<file path="src/rtl/stage_ifetch_prefetch.sv">
// Instruction-fetch stage: owns the fetch PC, prefetches opcodes from a 1-cycle
// synchronous instruction memory into a small queue, and supports redirects.
module stage_ifetch_prefetch #(
   parameter int                  A_WIDTH  = 12,
   parameter int                  D_WIDTH  = 8,
   parameter int                  DEPTH    = 4,
   parameter logic [A_WIDTH-1:0]  RESET_PC = '0,
   parameter logic [D_WIDTH-1:0]  NOP      = '0
) (
   input  logic                         clk,
   input  logic                         reset,
   input  logic                         pc_load,
   input  logic [A_WIDTH-1:0]           pc_target,
   output logic                         ice,
   output logic [A_WIDTH-1:0]           ia,
   input  logic [D_WIDTH-1:0]           id,
   output logic [D_WIDTH-1:0]           opcode,
   output logic [A_WIDTH-1:0]           opc_pc,
   output logic                         drdy,
   input  logic                         ack_in,
   output logic [$clog2(DEPTH):0]       level
);

   localparam int LW = $clog2(DEPTH) + 1;
   localparam int PW = $clog2(DEPTH);

   logic [A_WIDTH-1:0] fpc;
   logic               inflight;
   logic [A_WIDTH-1:0] inflight_addr;
   logic [LW-1:0]      count;
   logic [PW-1:0]      wr_ptr;
   logic [PW-1:0]      rd_ptr;
   logic [D_WIDTH-1:0] q_op [DEPTH];
   logic [A_WIDTH-1:0] q_pc [DEPTH];

   logic               push;
   logic               pop;
   logic [LW:0]        occupancy;

   always_comb begin
      drdy      = !reset && (count != '0);
      opcode    = drdy ? q_op[rd_ptr] : NOP;
      opc_pc    = drdy ? q_pc[rd_ptr] : '0;
      level     = reset ? '0 : count;
      pop       = drdy && ack_in && !pc_load;
      push      = inflight && !pc_load && !reset;
      // Reserve a slot for the read still in flight so the queue can never overflow.
      occupancy = {1'b0, count} + {{LW{1'b0}}, inflight} - {{LW{1'b0}}, pop};
      ice       = !reset && !pc_load && (occupancy < (LW+1)'(DEPTH));
      ia        = fpc;
   end

   always_ff @(posedge clk) begin
      if (reset) begin
         fpc           <= RESET_PC;
         inflight      <= 1'b0;
         inflight_addr <= '0;
      end else if (pc_load) begin
         fpc           <= pc_target;
         inflight      <= 1'b0;
      end else begin
         inflight <= ice;
         if (ice) begin
            fpc           <= fpc + 1'b1;
            inflight_addr <= fpc;
         end
      end
   end

   // A redirect flushes the whole queue, including a head that was being acked.
   always_ff @(posedge clk) begin
      if (reset || pc_load) begin
         count  <= '0;
         wr_ptr <= '0;
         rd_ptr <= '0;
      end else begin
         if (push)
            wr_ptr <= wr_ptr + 1'b1;
         if (pop)
            rd_ptr <= rd_ptr + 1'b1;
         case ({push, pop})
            2'b10:   count <= count + 1'b1;
            2'b01:   count <= count - 1'b1;
            default: count <= count;
         endcase
      end
   end

   always_ff @(posedge clk) begin
      if (push) begin
         q_op[wr_ptr] <= id;
         q_pc[wr_ptr] <= inflight_addr;
      end
   end

endmodule
</file>
<file path="config.mk">
export PLATFORM = sky130hd
export DESIGN_NAME = stage_ifetch_prefetch
export DESIGN_NICKNAME = d
export VERILOG_FILES = /design/src/rtl/stage_ifetch_prefetch.sv
export SDC_FILE = /design/constraint.sdc
export NUM_CORES = 1
export LEC_CHECK = 0
export CAP_MARGIN = 20
export CORE_MARGIN = 3
export CORE_UTILIZATION = 45
export CTS_BUF_LIST = sky130_fd_sc_hd__clkbuf_16
export CTS_CLUSTER_DIAMETER = 50
export DETAILED_ROUTE_END_ITERATION = 8
export GPL_ROUTABILITY_DRIVEN = 0
export PLACE_DENSITY = 0.68
export SLEW_MARGIN = 20
export SYNTH_ARGS = -nofsm -noshare
export SYNTH_HDL_FRONTEND = slang
export SYNTH_SLANG_ARGS = --single-unit
</file>
<file path="constraint.sdc">
create_clock -name clk -period 4.9 [get_ports clk]
set_clock_uncertainty 0.1 [all_clocks]
set_input_delay 0.98 -clock clk [delete_from_list [all_inputs] [get_ports clk]]
set_output_delay 0.98 -clock clk [all_outputs]
set_load 0.05 [all_outputs]
</file>
Figure 1. Cell classes on the final placement.
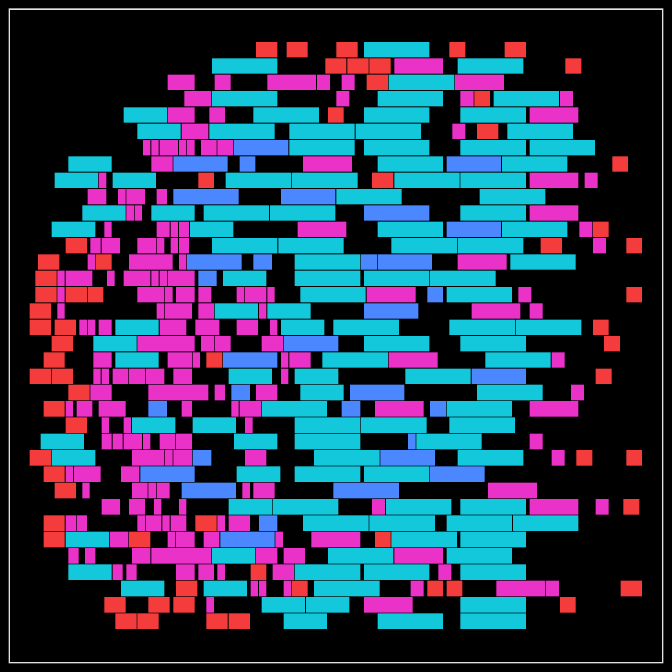
- blue: clock drivers and dummy loads (cells 32; share of their area 10%)
- red: remaining buffers and delay cells (cells 66; share of their area 10%)
- cyan: registers (cells 114; share of their area 52%)
- magenta: remaining logic cells (cells 182; share of their area 27%)
core area: 10000 um^2
Seq area share: 50.9%
row cnt: 36
post-layout util: 60.5%
post-route cell area: 6050 um^2

Figure 2. Clock wiring as the flow saved it.
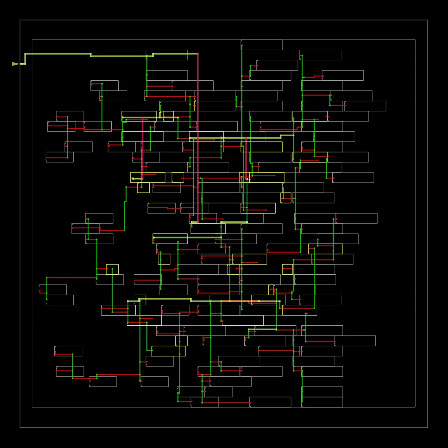
power in the clock group: 1.25 mW
registers: 114
clkbuf count: 17

Figure 3. Logic cells by family.
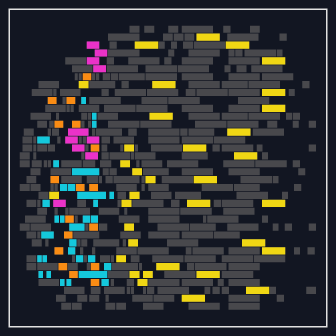
- magenta: fa/ha/maj cells (cells 10; most used ha_1)
- cyan: aoi and oai cells (cells 31; most used a211oi_1)
- orange: xor and xnor cells (cells 17; most used xnor2_1)
- yellow: mux cells (cells 34; most used mux4_2)
logic share of the area: 25.6%
non-filler instance count after layout: 527
most frequent logic cell in the layout: edfxtp_1

==> flow_metrics.py <==
# Metrics from the implementation run
metrics = {
    "critical_path": {
        "worstReg2RegEnd": "ia[8]$_SDFFE_PP0P_",
        "worstPathRequired_ns": 3.82,
        "crit_fanout": 4,
        "cp_cell_sequence": "clkdlybuf4s50_1 > a31oi_2 > nand2_1 > nor2_1 > ha_1 > inv_1 > ha_1 > and3b_4 > nor4_1 > buf_4 > o21ai_1 > inv_1 > buf_4",
        "r2r-start": "count[1]$_SDFFE_PP0P_",
        "max_stage_delay_ns": 0.43,
        "crit_buf_inv": 5,
        "cp.arrival_ns": 3.26,
    },
    "routing": {
        "vias_per_cell": 5.08,
        "wirelength_mm": 8.83,
        "antenna_left": 0,
    },
    "synthesis": {
        "yosysTopAreaCellShare_pct": 50.7,
        "yosys_warnings": 0,
        "ys_seq_share_pct": 65.1,
        "top_area_cell": "edfxtp_1",
        "flop_cell": "edfxtp_1",
        "simple_gate_share_pct": 8.05,
        "syn_nets": 344,
        "mux_share_pct": 12.5,
        "xor_area_share_pct": 3.14,
        "syn_area_um2": 4740,
        "synth_async_sr_flop_share_pct": 0,
        "ys_top_logic_family": "multiplexers",
    },
    "final_timing": {
        "period_minus_slack_ns": 4.34,
        "tightest_slew_ns": 0.610,
        "holdWs_ns": 0.407,
        "tns_ns": 0,
        "slew_headroom_pct": 59.3,
        "rsz0062_at_grt": "false",
    },
    "cells_and_area": {
        "final-comb-area_um2": 1550,
        "fill_cells": 749,
        "area_growth_pct": 27.8,
    },
    "floorplanning": {
        "die_w_um": 109,
    },
    "worst_hold_path": {
        "hold_path_class": "register to register",
    },
    "cts": {
        "holdBufCountCts": 0,
        "numCtsBuffers": 17,
        "clk_path_buf_depth": 2,
        "h-tree-depth": 4,
        "cts_tree": "done",
    },
    "run_status": {
        "status": "complete, no violations",
    },
    "placement": {
        "dpl.hpwl_mm": 5.67,
        "portBuffers": 60,
        "place_area_um2": 5440,
    },
    "pwr": {
        "ir_drop_mv": 0.252,
        "power_mw": 2.43,
    },
    "global_route": {
        "grt_pass1_vias": 2827,
        "grt_max_degree": 26,
        "overflow": 0,
    },
    "job": {
        "log.warning_count": 29,
    },
}
[worst register-to-register path: cells and delay by family (launching register included)]
kind	cells	cell delay, ns
simple gates	4	1.06
buf+inv	2	0.16
flops	1	0.35
compound gates	3	0.65
xor+xnor	1	0.18
fa+ha+maj	2	0.42
[per-layer routing]
layer	GRT usage, %	wire [um]	vias up
li1	-	-	1297
met1	21.0	4040	1315
met2	27.1	4390	59
met3	5.09	324	6
met4	5.41	72	0
met5	0	0	-
[state kept, by name, indices dropped and copies added, names as in the netlist, named ones only]
name	flops
count	3
ia	12
inflight_addr	12
inflight	1
q_op	32
rd_ptr	2
wr_ptr	2
q_pc	48
[how the worst max path moves through the flow]
| stage | startpoint | endpoint | slack [ns] | depth (start not counted) |
|---|---|---|---|---|
| after floorplan | reset | ice | 0.29 | 12 |
| after global placement | reset | ice | 0.56 | 13 |
| after detailed placement | reset | ice | 0.53 | 13 |
| after CTS | reset | ice | 0.54 | 13 |
| after global routing | reset | ice | 0.33 | 13 |
| final | reset | ice | 0.56 | 13 |
[metrics by stage]
stage / std cells / worst slack [ns]
floorplan: 310 / 0.291
global placement: 495 / 0.555
detailed placement: 495 / 0.531
CTS: 527 / 0.540
global route: 527 / 0.331
finish: 527 / 0.556
[placed cells by master, fill, tap and decap left out, types with 2 or more instances in the layout]
| cell | synthesis | routed |
|---|---|---|
| edfxtp_1 | 80 | 80 |
| clkdlybuf4s50_1 | 0 | 42 |
| dfxtp_1 | 34 | 34 |
| nor2_1 | 33 | 33 |
| buf_4 | 0 | 24 |
| mux4_2 | 20 | 20 |
| and2_1 | 20 | 20 |
| clkbuf_16 | 0 | 17 |
| mux2i_1 | 14 | 14 |
| inv_1 | 12 | 13 |
| nand2_1 | 11 | 11 |
| xnor2_1 | 11 | 11 |
| a211oi_1 | 10 | 10 |
| ha_1 | 9 | 9 |
| o21ai_0 | 6 | 6 |
| xor2_1 | 6 | 6 |
| a21oi_1 | 6 | 6 |
| and3_2 | 4 | 4 |
| clkinv_4 | 0 | 4 |
| clkinvlp_4 | 0 | 4 |
| inv_6 | 0 | 3 |
| bufinv_16 | 0 | 3 |
| or3_1 | 2 | 2 |
| a2111oi_4 | 2 | 2 |
[report_power, final]
| group | switching (mW) | internal, mW | leakage (nW) | total [mW] |
|---|---|---|---|---|
| Clock | 0.441 | 0.804 | 0.288 | 1.25 |
| Combinational | 0.0676 | 0.0501 | 0.810 | 0.118 |
| Sequential | 0.0198 | 1.04 | 1.07 | 1.06 |
| Total | 0.529 | 1.90 | 2.17 | 2.43 |
[layout make-up]
cell class              count  share of cell area, %
clock buffers              17                   7.03
well taps                 133                   2.75
inverters                  12                  0.744
clock inverters            15                   3.06
multi-input cells         170                   25.6
repair buffers             66                   9.92
flip-flops and latches    114                   50.9
[kinds of logic after synthesis]
logic type               after synthesis
XOR/XNOR                              17
adder cells (fa/ha/maj)               10
flip-flops                           114
AND-OR/OR-AND                         33
AND/OR/NAND/NOR                       76
multiplexers                          34
buffers and inverters                 26
Power and IR drop assume default switching activity.
